[src/rtl/stream_burst_writer_if.sv]
// Bus bundle between stream_burst_writer and its neighbours: the incoming
// word stream, the SDRAM write-port handshake and the status outputs.
//
// Handshake semantics:
//   Stream side: a word on s32 is offered for exactly the cycles where
//   n32rdy=1. It is taken on that clock edge only when en=1. There is no
//   back-pressure, so a word that cannot be buffered is lost.
//   SDRAM side: wr_req rises with a stable wr_addr and stays high until the
//   controller pulses wr_ack. Starting the cycle after that edge, wr_data
//   carries BURST_LEN words on consecutive cycles, each flagged by
//   wr_data_en=1.
interface stream_burst_writer_if #(
  parameter int ADDR_W = 22,
  parameter int LVL_W  = 5
);
  logic              en;
  logic [31:0]       s32;
  logic              n32rdy;
  logic              wr_req;
  logic              wr_ack;
  logic [ADDR_W-1:0] wr_addr;
  logic [31:0]       wr_data;
  logic              wr_data_en;
  logic [LVL_W-1:0]  fifo_level;
  logic              overflow;
  logic              busy;
  logic [15:0]       seq_err_cnt;

  modport master (
    input  en, s32, n32rdy, wr_ack,
    output wr_req, wr_addr, wr_data, wr_data_en, fifo_level, overflow, busy,
           seq_err_cnt
  );

  modport slave (
    output en, s32, n32rdy, wr_ack,
    input  wr_req, wr_addr, wr_data, wr_data_en, fifo_level, overflow, busy,
           seq_err_cnt
  );
endinterface

[src/rtl/stream_burst_writer.sv]
// stream_burst_writer: buffers the 32-bit word stream in a FIFO and drains
// it as fixed-length write bursts to the SDRAM controller. The write address
// starts at 0 and advances by BURST_LEN after each burst, wrapping modulo
// 2^ADDR_W.
// Optional feature: define STREAM_CHECK_EN to count accepted words that are
// not the previous accepted word + 1. Without it seq_err_cnt is tied to 0.
module stream_burst_writer #(
  parameter int DEPTH     = 16,
  parameter int BURST_LEN = 8,
  parameter int ADDR_W    = 22
) (
  input  logic                  clk,
  input  logic                  rst,
  stream_burst_writer_if.master bus,
  output logic [1:0]            state_o
);
  localparam int PTR_W = $clog2(DEPTH);
  localparam int LVL_W = PTR_W + 1;
  localparam int CNT_W = $clog2(BURST_LEN) + 1;
  localparam logic [LVL_W-1:0]  LVL_FULL  = LVL_W'(DEPTH);
  localparam logic [LVL_W-1:0]  LVL_BURST = LVL_W'(BURST_LEN);
  localparam logic [CNT_W-1:0]  CNT_LAST  = CNT_W'(BURST_LEN);
  localparam logic [ADDR_W-1:0] ADDR_STEP = ADDR_W'(BURST_LEN);

  typedef enum logic [1:0] {
    S_IDLE  = 2'd0,
    S_REQ   = 2'd1,
    S_BURST = 2'd2
  } state_t;

  state_t            state_q, state_d;
  logic [31:0]       mem_q [DEPTH];
  logic [LVL_W-1:0]  wr_ptr_q, rd_ptr_q, level;
  logic              full, push_req, push, pop;
  logic [CNT_W-1:0]  cnt_q, cnt_d;
  logic [ADDR_W-1:0] addr_q, addr_d, wr_addr_q, wr_addr_d;
  logic              wr_req_q, wr_req_d;
  logic              wr_data_en_q, wr_data_en_d;
  logic [31:0]       wr_data_q, wr_data_d;
  logic              overflow_q, overflow_d;
  logic [15:0]       seq_err_cnt;

  // FIFO occupancy and push acceptance; a pop in the same edge frees a slot
  always_comb begin
    level      = wr_ptr_q - rd_ptr_q;
    full       = (level == LVL_FULL);
    push_req   = bus.en & bus.n32rdy;
    push       = push_req & (~full | pop);
    overflow_d = overflow_q | (push_req & ~push);
  end

  // Burst FSM: next state, pop strobe and next values of registered outputs
  always_comb begin
    state_d      = state_q;
    cnt_d        = cnt_q;
    addr_d       = addr_q;
    wr_addr_d    = wr_addr_q;
    wr_req_d     = wr_req_q;
    wr_data_en_d = 1'b0;
    pop          = 1'b0;
    case (state_q)
      S_IDLE: begin
        if (bus.en && (level >= LVL_BURST)) begin
          state_d   = S_REQ;
          wr_req_d  = 1'b1;
          wr_addr_d = addr_q;
        end
      end
      S_REQ: begin
        // The first word is popped on the acking edge so it appears next cycle
        if (bus.wr_ack) begin
          state_d      = S_BURST;
          wr_req_d     = 1'b0;
          pop          = 1'b1;
          wr_data_en_d = 1'b1;
          cnt_d        = CNT_W'(1);
        end
      end
      S_BURST: begin
        if (cnt_q < CNT_LAST) begin
          pop          = 1'b1;
          wr_data_en_d = 1'b1;
          cnt_d        = cnt_q + CNT_W'(1);
        end else begin
          state_d = S_IDLE;
          addr_d  = addr_q + ADDR_STEP;
        end
      end
      default: state_d = S_IDLE;
    endcase
    wr_data_d = pop ? mem_q[rd_ptr_q[PTR_W-1:0]] : wr_data_q;
  end

  // State, pointers and registered outputs; reset aborts any burst at once
  always_ff @(posedge clk or posedge rst) begin
    if (rst) begin
      state_q      <= S_IDLE;
      wr_ptr_q     <= '0;
      rd_ptr_q     <= '0;
      cnt_q        <= '0;
      addr_q       <= '0;
      wr_addr_q    <= '0;
      wr_req_q     <= 1'b0;
      wr_data_en_q <= 1'b0;
      wr_data_q    <= '0;
      overflow_q   <= 1'b0;
    end else begin
      state_q      <= state_d;
      cnt_q        <= cnt_d;
      addr_q       <= addr_d;
      wr_addr_q    <= wr_addr_d;
      wr_req_q     <= wr_req_d;
      wr_data_en_q <= wr_data_en_d;
      wr_data_q    <= wr_data_d;
      overflow_q   <= overflow_d;
      if (push) wr_ptr_q <= wr_ptr_q + LVL_W'(1);
      if (pop)  rd_ptr_q <= rd_ptr_q + LVL_W'(1);
    end
  end

  // FIFO storage; contents need no reset because the pointers define validity
  always_ff @(posedge clk) begin
    if (push) mem_q[wr_ptr_q[PTR_W-1:0]] <= bus.s32;
  end

`ifdef STREAM_CHECK_EN
  logic [31:0] ref_q;
  logic        ref_vld_q;
  logic [15:0] seq_cnt_q, seq_cnt_d;

  // Count accepted words that break the +1 sequence, saturating
  always_comb begin
    seq_cnt_d = seq_cnt_q;
    if (push && ref_vld_q && (bus.s32 != ref_q + 32'd1) && (seq_cnt_q != 16'hFFFF))
      seq_cnt_d = seq_cnt_q + 16'd1;
  end

  // Reference tracks only accepted words; dropped words leave it untouched
  always_ff @(posedge clk or posedge rst) begin
    if (rst) begin
      ref_q     <= '0;
      ref_vld_q <= 1'b0;
      seq_cnt_q <= '0;
    end else if (push) begin
      ref_q     <= bus.s32;
      ref_vld_q <= 1'b1;
      seq_cnt_q <= seq_cnt_d;
    end
  end

  assign seq_err_cnt = seq_cnt_q;
`else
  assign seq_err_cnt = 16'd0;
`endif

  assign bus.wr_req      = wr_req_q;
  assign bus.wr_addr     = wr_addr_q;
  assign bus.wr_data     = wr_data_q;
  assign bus.wr_data_en  = wr_data_en_q;
  assign bus.fifo_level  = level;
  assign bus.overflow    = overflow_q;
  assign bus.busy        = (state_q != S_IDLE);
  assign bus.seq_err_cnt = seq_err_cnt;
  assign state_o         = state_q;
endmodule

[src/flat_wrapper.sv]
// flat-port wrapper written by rule: the top's interface ports become plain ports
module stream_burst_writer_flat 
#(
  parameter int DEPTH     = 16,
  parameter int BURST_LEN = 8,
  parameter int ADDR_W    = 22
)
  (clk, rst, state_o, bus_en, bus_s32, bus_n32rdy, bus_wr_ack, bus_wr_req, bus_wr_addr, bus_wr_data, bus_wr_data_en, bus_fifo_level, bus_overflow, bus_busy, bus_seq_err_cnt);
  stream_burst_writer_if #(.ADDR_W(ADDR_W), .LVL_W((5))) bus_i ();
  input  logic clk;
  input  logic rst;
  output logic [1:0] state_o;
  input wire logic [$bits(bus_i.en)-1:0] bus_en;
  input wire logic [$bits(bus_i.s32)-1:0] bus_s32;
  input wire logic [$bits(bus_i.n32rdy)-1:0] bus_n32rdy;
  input wire logic [$bits(bus_i.wr_ack)-1:0] bus_wr_ack;
  output wire logic [$bits(bus_i.wr_req)-1:0] bus_wr_req;
  output wire logic [$bits(bus_i.wr_addr)-1:0] bus_wr_addr;
  output wire logic [$bits(bus_i.wr_data)-1:0] bus_wr_data;
  output wire logic [$bits(bus_i.wr_data_en)-1:0] bus_wr_data_en;
  output wire logic [$bits(bus_i.fifo_level)-1:0] bus_fifo_level;
  output wire logic [$bits(bus_i.overflow)-1:0] bus_overflow;
  output wire logic [$bits(bus_i.busy)-1:0] bus_busy;
  output wire logic [$bits(bus_i.seq_err_cnt)-1:0] bus_seq_err_cnt;
  assign bus_i.en = bus_en;
  assign bus_i.s32 = bus_s32;
  assign bus_i.n32rdy = bus_n32rdy;
  assign bus_i.wr_ack = bus_wr_ack;
  assign bus_wr_req = bus_i.wr_req;
  assign bus_wr_addr = bus_i.wr_addr;
  assign bus_wr_data = bus_i.wr_data;
  assign bus_wr_data_en = bus_i.wr_data_en;
  assign bus_fifo_level = bus_i.fifo_level;
  assign bus_overflow = bus_i.overflow;
  assign bus_busy = bus_i.busy;
  assign bus_seq_err_cnt = bus_i.seq_err_cnt;
  stream_burst_writer #(.DEPTH(DEPTH), .BURST_LEN(BURST_LEN), .ADDR_W(ADDR_W)) u_core (.clk(clk), .rst(rst), .bus(bus_i), .state_o(state_o));
endmodule
[config.mk]
export PLATFORM = sky130hd
export DESIGN_NAME = stream_burst_writer_flat
export DESIGN_NICKNAME = d
export VERILOG_FILES = /design/src/rtl/stream_burst_writer_if.sv /design/src/rtl/stream_burst_writer.sv /design/src/flat_wrapper.sv
export SDC_FILE = /design/constraint.sdc
export NUM_CORES = 1
export LEC_CHECK = 0
export ABC_AREA = 1
export ABC_CLOCK_PERIOD_IN_PS = 8800
export CAP_MARGIN = 20
export CORE_MARGIN = 3
export CORE_UTILIZATION = 60
export CTS_BUF_LIST = sky130_fd_sc_hd__clkbuf_4 sky130_fd_sc_hd__clkbuf_8 sky130_fd_sc_hd__clkbuf_16
export CTS_CLUSTER_SIZE = 8
export DETAILED_ROUTE_END_ITERATION = 12
export PLACE_DENSITY = 0.79
export SYNTH_ARGS = -nofsm -noshare
export SYNTH_HDL_FRONTEND = slang
export SYNTH_SLANG_ARGS = --single-unit
[constraint.sdc]
create_clock -name clk -period 8.8 [get_ports clk]
set_input_delay 2.2 -clock clk [delete_from_list [all_inputs] [get_ports clk]]
set_output_delay 2.2 -clock clk [all_outputs]
set_load 0.01 [all_outputs]
Run 1, routed clock nets over the placement:
Scale bar: 50 um.
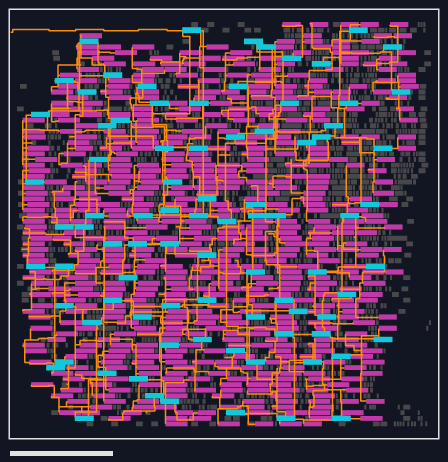
legend:
  clock-net drivers:
    colour: cyan
    count: 85
  flip-flops:
    colour: magenta
    count: 601
  clock wires:
    colour: orange
    length: 7050 um
flops lie: spread over the die

Run 1, M4 wires:
Cells faint in the background.
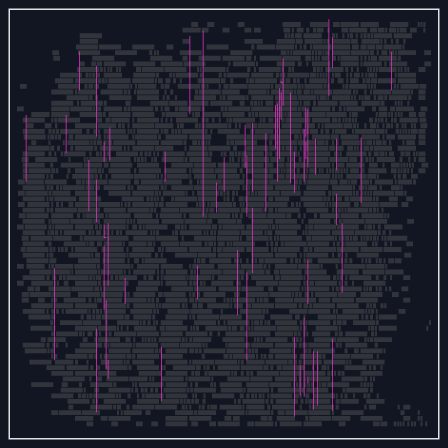
nets with wire on the layer: 40
main direction: vertical
share of all routed wire: 2.6%
wire length on this layer: 1470 um
routed wire length: 56630 um
vias after detailed routing: 15950

Run 1, routed metal per tile:
21 x 21 tiles, from dark blue (low) to red (high), scaled to the fullest tile. Values are wire area over tile area, all layers added.
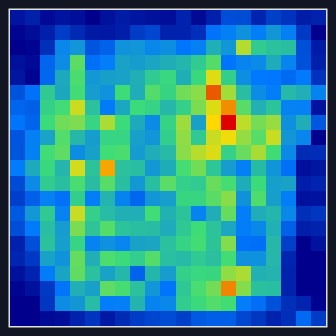
nearly empty tiles: 4.5%
mean over tiles: 0.22
emptiest ninth of the die: north-west
tiles over half the peak: 18%
fullest tile: 0.67
densest ninth of the die: centre
GR Util All Layers: 26.05%
per-cell routed wire length: 21.32 um

==> impl_metrics.csv, run 1 <==
group,metric,value,unit
sta,finalClockSkew,18.34,ps
synth,enable_flop_cells,512,
floorplan,die_h,206.9,um
power,power.switching,3.155,mW
cts,worst_skew_pair.late_latency,590,ps
critical_path,timing.critical_path.slowest_stage_cell,"dfrtp_4",
sta,least_margin_pin_slew,1137,ps
critical_path,timing.critical_path.from,"u_core.rd_ptr_q[1]",
detailed_routing,detailedRoute.firstPassIterationCount,5,
power,power_switching_share,33.49,%
cells_and_area,seq-cell-share,61.86,%
detailed_routing,vias_per_cell,6.004,
sta,slew-limit-headroom,24.00,%
cells_and_area,comb_area_share,20.50,%
placement,dpl.cell_count,2490,
power,combinationalPowerShare,27.8,%
synth,post_synthesis_instance_total,1975,
synth,yosys_most_used_dff,"edfxtp_1",
cells_and_area,layout.cells.most_common,"edfxtp_1",
critical_path,path_class,"flip-flop to output port",
sta,setup_viol,0,
power,totalPowerFinal,9.419,mW
detailed_routing,ant_nets,0,
critical_path,crit_cells,9,
cells_and_area,flop_area,17610,um^2
cts,cts_buffer_depth,3,
cells_and_area,final_core_area_utilization,72.48,%
cts,clock_tree.htree_level_count,3,
synth,share_of_yosys_cell_area_claimed_by_the_top_area_cell_type,63.48,%
sta,grt_setup_unrepaired,"no",
critical_path,critPathCapture,"bus_fifo_level[4]",
power,power_leader,"registers",
critical_path,worstSetupStartpointType,"flip-flop",
placement,io_buffer_count,98,
grt,grt_use_met3,5.112,%
cts,cts_setup_buffers,0,
synth,postSynthSeqShare,72.67,%
cells_and_area,layout_cells_sized_above_1,9.963,%
cells_and_area,multi_input_comb_cells,1208,
grt,top_usage_layer,"met2",
status,status,"complete, no violations",
sta,whs,467.8,ps
cts,cts_sinks,601,
synth,synth_flop_count,601,
placement,detailed_place_hpwl,28780,um
synth,mux_share,0,%
critical_path,critPathCaptureType,"output port",
critical_path,cp_data_arrival_time,3660,ps
cells_and_area,area_dominant_class,"registers",
critical_path,critPathTopFamily,"flip-flops",
worst_hold_path,worstHoldStart,"u_core.bus.wr_req",
synth,yosys-stat-area,24220,um^2
detailed_routing,wl_met1,22020,um
synth,simple_gate_area_share,13.05,%
cells_and_area,largest_register_ffs,512,
grt,first_pass_grt_wire_length,86080,um
critical_path,crit-reg2reg-launch,"u_core.rd_ptr_q[1]",
floorplan,rows,72,
synth,top_cells_by_count,"edfxtp_1 (512), nor2_1 (327), nand2_1 (286)",
detailed_routing,detail_route.iter0.violations,2040,
detailed_routing,detailroute.wirelength.met2,28240,um
synth,synthDistinctLibCells,37,
power,clock_power_share,33.9,%
sta,final_min_period,5858,ps
sta,fmax,0.1707,GHz
detailed_routing,routed.top_layer,"met4",
worst_hold_path,worstHoldPathCells,2,
critical_path,path_common_cell,"nand2_1",
power,pg_clk,3.19,mW
grt,via_count_of_the_first_global_routing_pass,15970,
floorplan,die_width,206.9,um
cells_and_area,antenna-diode-count,0,
cells_and_area,fin_area,28470,um^2
cts,ctsResizeCount,0,
sta,final_max_slew_viol_count,0,
synth,top_cells_by_area,"edfxtp_1 (63%), dfrtp_1 (9.2%), nor2_1 (5.1%)",
placement,preCtsSetupSlack,3554,ps
detailed_routing,dr_wl_met3,4900,um
power,total_power_divided_by_cell_area,330.9,nW/um^2
placement,gp_congestion,0.8055,
synth,postSynthAreaPerCell,12.26,um^2
worst_hold_path,min-delay-path-class,"flip-flop to flip-flop",
cts,hold_buf_count_cts,0,
synth,synth.cellmix.compoundShare,8.570,%
cells_and_area,clkbuf_count,149,
synth,post_synth_main_logic_family,"simple AND/OR/NAND/NOR gates",
detailed_routing,route.detailed.drc,0,
floorplan,core_area,39280,um^2
critical_path,critical_path.max_fanout,97,
synth,synth.most_common_cell,"edfxtp_1",
grt,gr_met1_demand_resource,35.04,%
power,comb_pwr,2.62,mW
run,tally_of_openroad_warnings,38,
cts,clkTransAtPathRegs,50,ps
synth,synthAdderAreaFrac,0.8575,%
worst_hold_path,hold-path-endpoint,"u_core.bus.wr_req",
cells_and_area,most_instantiated_logic_cells_after_routing,"edfxtp_1 (512), nor2_1 (310), nand2_1 (286)",
critical_path,worstPathCellList,"inv_2 > buf_4 > fa_1 > nand2_1 > nand2_1 > nand3_1 > nand2_1 > inv_1 > clkdlybuf4s50_1",
grt,global_route.overflow_total,0,
synth,most_area_hungry_cell_type_in_the_yosys_netlist,"edfxtp_1",
synth,ys_async_rst_share,14.81,%
placement,placement.cell_area,25410,um^2
--- run 2 (diff from run 1) ---
Settings changed: ABC_CLOCK_PERIOD_IN_PS 8800 to 5750.
Clock period 8.8 ns to 5.75 ns, I/O delays scaled along.
Run 2, M4 wires:
Cells faint in the background.
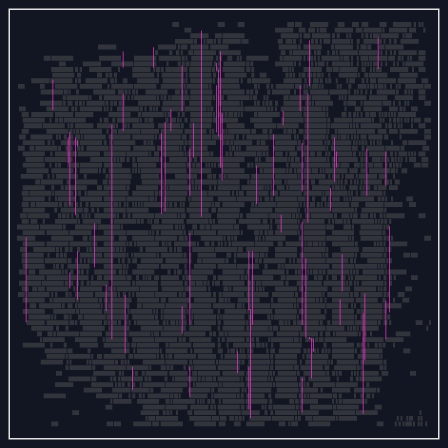
vias after detailed routing: 16090
routed wire length: 56560 um

==> run 2 against run 1 <==
  * Global-route usage is 0.28 points higher
  * Via count rose by 0.92%
  * Clock skew fell by 4.3 ps
  * Final area is 0.54% lower
  * Core utilization down 0.39 points
  * Flip-flop count unchanged
  * Die area did not move
  * Worst setup slack got worse by 1400 ps
  * Sequential share of layout area increased by 0.33 points
  * Combinational power grew 62%
  * Critical path type unchanged
==> impl_metrics.csv, run 2 <==
group,metric,value,unit
cells_and_area,comb_area_share,20.61,%
sta,finalClockSkew,14.05,ps
run,cap_viol_max_count,0,
critical_path,r2r_slack,1970,ps
cts,cts_inserted_buffers,85,
synth,top_cells_by_count,"edfxtp_1 (512), nor2_1 (327), nand2_1 (286)",
grt,first_pass_grt_wire_length,86430,um
placement,placement.cell_area,25520,um^2
synth,postSynthSeqShare,72.67,%
synth,yosys_most_used_dff,"edfxtp_1",
grt,top_usage_layer,"met2",
synth,top_cells_by_area,"edfxtp_1 (63%), dfrtp_1 (9.2%), nor2_1 (5.1%)",
power,clock_power_share,33.8,%
detailed_routing,ant_nets,0,
critical_path,crit-reg2reg-launch,"u_core.wr_ptr_q[0]",
critical_path,path_class,"flip-flop to output port",
grt,grt_antenna_before_repair,0,
placement,detailed_place_hpwl,28940,um
synth,post_synth_main_logic_family,"simple AND/OR/NAND/NOR gates",
cells_and_area,clock_tree_area_fraction,9.526,%
cells_and_area,area_delta_synth_final,16.91,%
run,tally_of_openroad_warnings,38,
cells_and_area,antenna-diode-count,0,
cts,clkTransAtPathRegs,50,ps
critical_path,critPathCaptureType,"output port",
sta,whs,477.8,ps
detailed_routing,routed.top_layer,"met4",
placement,gp_congestion,0.8030,
power,power_leader,"registers",
placement,preCtsSetupSlack,1234,ps
synth,synthDistinctLibCells,37,
placement,dpl.cell_count,2501,
detailed_routing,detailedRoute.firstPassIterationCount,6,
power,pg_clk,4.88,mW
critical_path,worstSetupStartpointType,"flip-flop",
critical_path,crit_required,4310,ps
power,total_power_divided_by_cell_area,508.7,nW/um^2
grt,via_count_of_the_first_global_routing_pass,15850,
cts,hold_buf_count_cts,0,
critical_path,critPathTopFamily,"buffers and inverters",
cts,ctsResizeCount,0,
sta,grt_setup_unrepaired,"no",
sta,fin_setup_tns,0,ps
synth,synth.most_common_cell,"edfxtp_1",
critical_path,crit_cells,10,
detailed_routing,detailroute.wirelength.met2,27100,um
cts,cts_buffer_depth,3,
power,comb_pwr,4.25,mW
critical_path,timing.critical_path.slowest_stage_cell,"clkdlybuf4s50_1",
detailed_routing,route.detailed.drc,0,
cts,worst_skew_pair.late_latency,600,ps
grt,grt_use_total,26.33,%
cells_and_area,fin_area,28320,um^2
cells_and_area,flop_area,17610,um^2
synth,synth_flop_count,601,
detailed_routing,dr_wl_met3,5650,um
worst_hold_path,hold-path-endpoint,"u_core.bus.wr_addr[7]",
sta,fmax,0.2400,GHz
cts,cts_sinks,601,
power,leakage,10.02,nW
power,sequentialPowerShare,36.6,%
synth,yosys_warnings,0,
floorplan,die_h,206.9,um
cts,cts_setup_buffers,0,
sta,least_margin_pin_slew,1417,ps
grt,global_route.overflow_total,0,
detailed_routing,wl_met1,22250,um
power,combinationalPowerShare,29.5,%
synth,mux_share,0,%
grt,gr_met1_demand_resource,36.90,%
cts,cts_tree,"built",
synth,simple_gate_area_share,13.05,%
synth,share_of_yosys_cell_area_claimed_by_the_top_area_cell_type,63.48,%
synth,synth.cellmix.compoundShare,8.570,%
critical_path,worstPathCellList,"inv_1 > ha_1 > inv_1 > fa_1 > nand2_1 > nand2_1 > nand3_1 > nand2_1 > inv_1 > clkdlybuf4s50_1",
power,power_sequential,5.27,mW
floorplan,die_width,206.9,um
status,status,"complete, no violations",
synth,post_synthesis_instance_total,1975,
sta,slew-limit-headroom,5.546,%
synth,postSynthAreaPerCell,12.26,um^2
grt,grt_use_met3,4.987,%
sta,setup_viol,0,
power,power_switching_share,33.51,%
critical_path,cp_data_arrival_time,2730,ps
cells_and_area,layout.cells.most_common,"edfxtp_1",
detailed_routing,wire_per_inst,21.27,um
cells_and_area,most_instantiated_logic_cells_after_routing,"edfxtp_1 (512), nor2_1 (310), nand2_1 (286)",
cells_and_area,layout_cells_sized_above_1,10.09,%
placement,io_buffer_count,98,
sta,final_min_period,4167,ps
worst_hold_path,worstHoldPathCells,2,
synth,ys_async_rst_share,14.81,%
detailed_routing,detail_route.iter0.violations,2099,
synth,most_area_hungry_cell_type_in_the_yosys_netlist,"edfxtp_1",
critical_path,critPathCapture,"bus_fifo_level[4]",
cts,clock_tree.htree_level_count,3,
critical_path,critical_path.max_fanout,5,
sta,final_max_slew_viol_count,0,
detailed_routing,vias_per_cell,6.052,
worst_hold_path,worstHoldStart,"u_core.bus.wr_addr[7]",
critical_path,critPathBufInv,4,
cells_and_area,largest_register_ffs,512,
worst_hold_path,min-delay-path-class,"flip-flop to flip-flop",
cells_and_area,final.signal_buffer_count,126,
synth,enable_flop_cells,512,
cells_and_area,area_dominant_class,"registers",
power,power.switching,4.826,mW
cells_and_area,multi_input_comb_cells,1208,
power,totalPowerFinal,14.41,mW
synth,netlist_area,24220,um^2
critical_path,timing.critical_path.from,"u_core.wr_ptr_q[0]",
cells_and_area,clkbuf_count,149,
synth,synthAdderAreaFrac,0.8575,%
synth,yosys-stat-area,24220,um^2
Run 2, cell classes on the final placement:
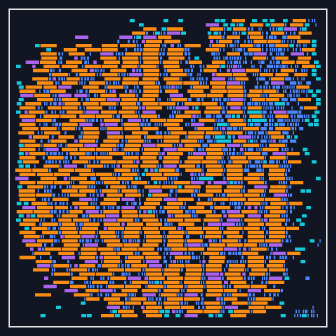
legend:
  remaining logic cells:
    colour: blue
    cells: 1260
    share_of_their_area: 22%
  clock drivers and dummy loads:
    colour: purple
    cells: 154
    share_of_their_area: 9.7%
  remaining buffers and delay cells:
    colour: cyan
    cells: 126
    share_of_their_area: 4.8%
  registers:
    colour: orange
    cells: 601
    share_of_their_area: 64%
standard-cell row count: 72
final core area utilization: 72.09%
sequential portion of the cell area: 62.19%
standard cell core area: 39280 um^2

Power and IR drop assume default switching activity.
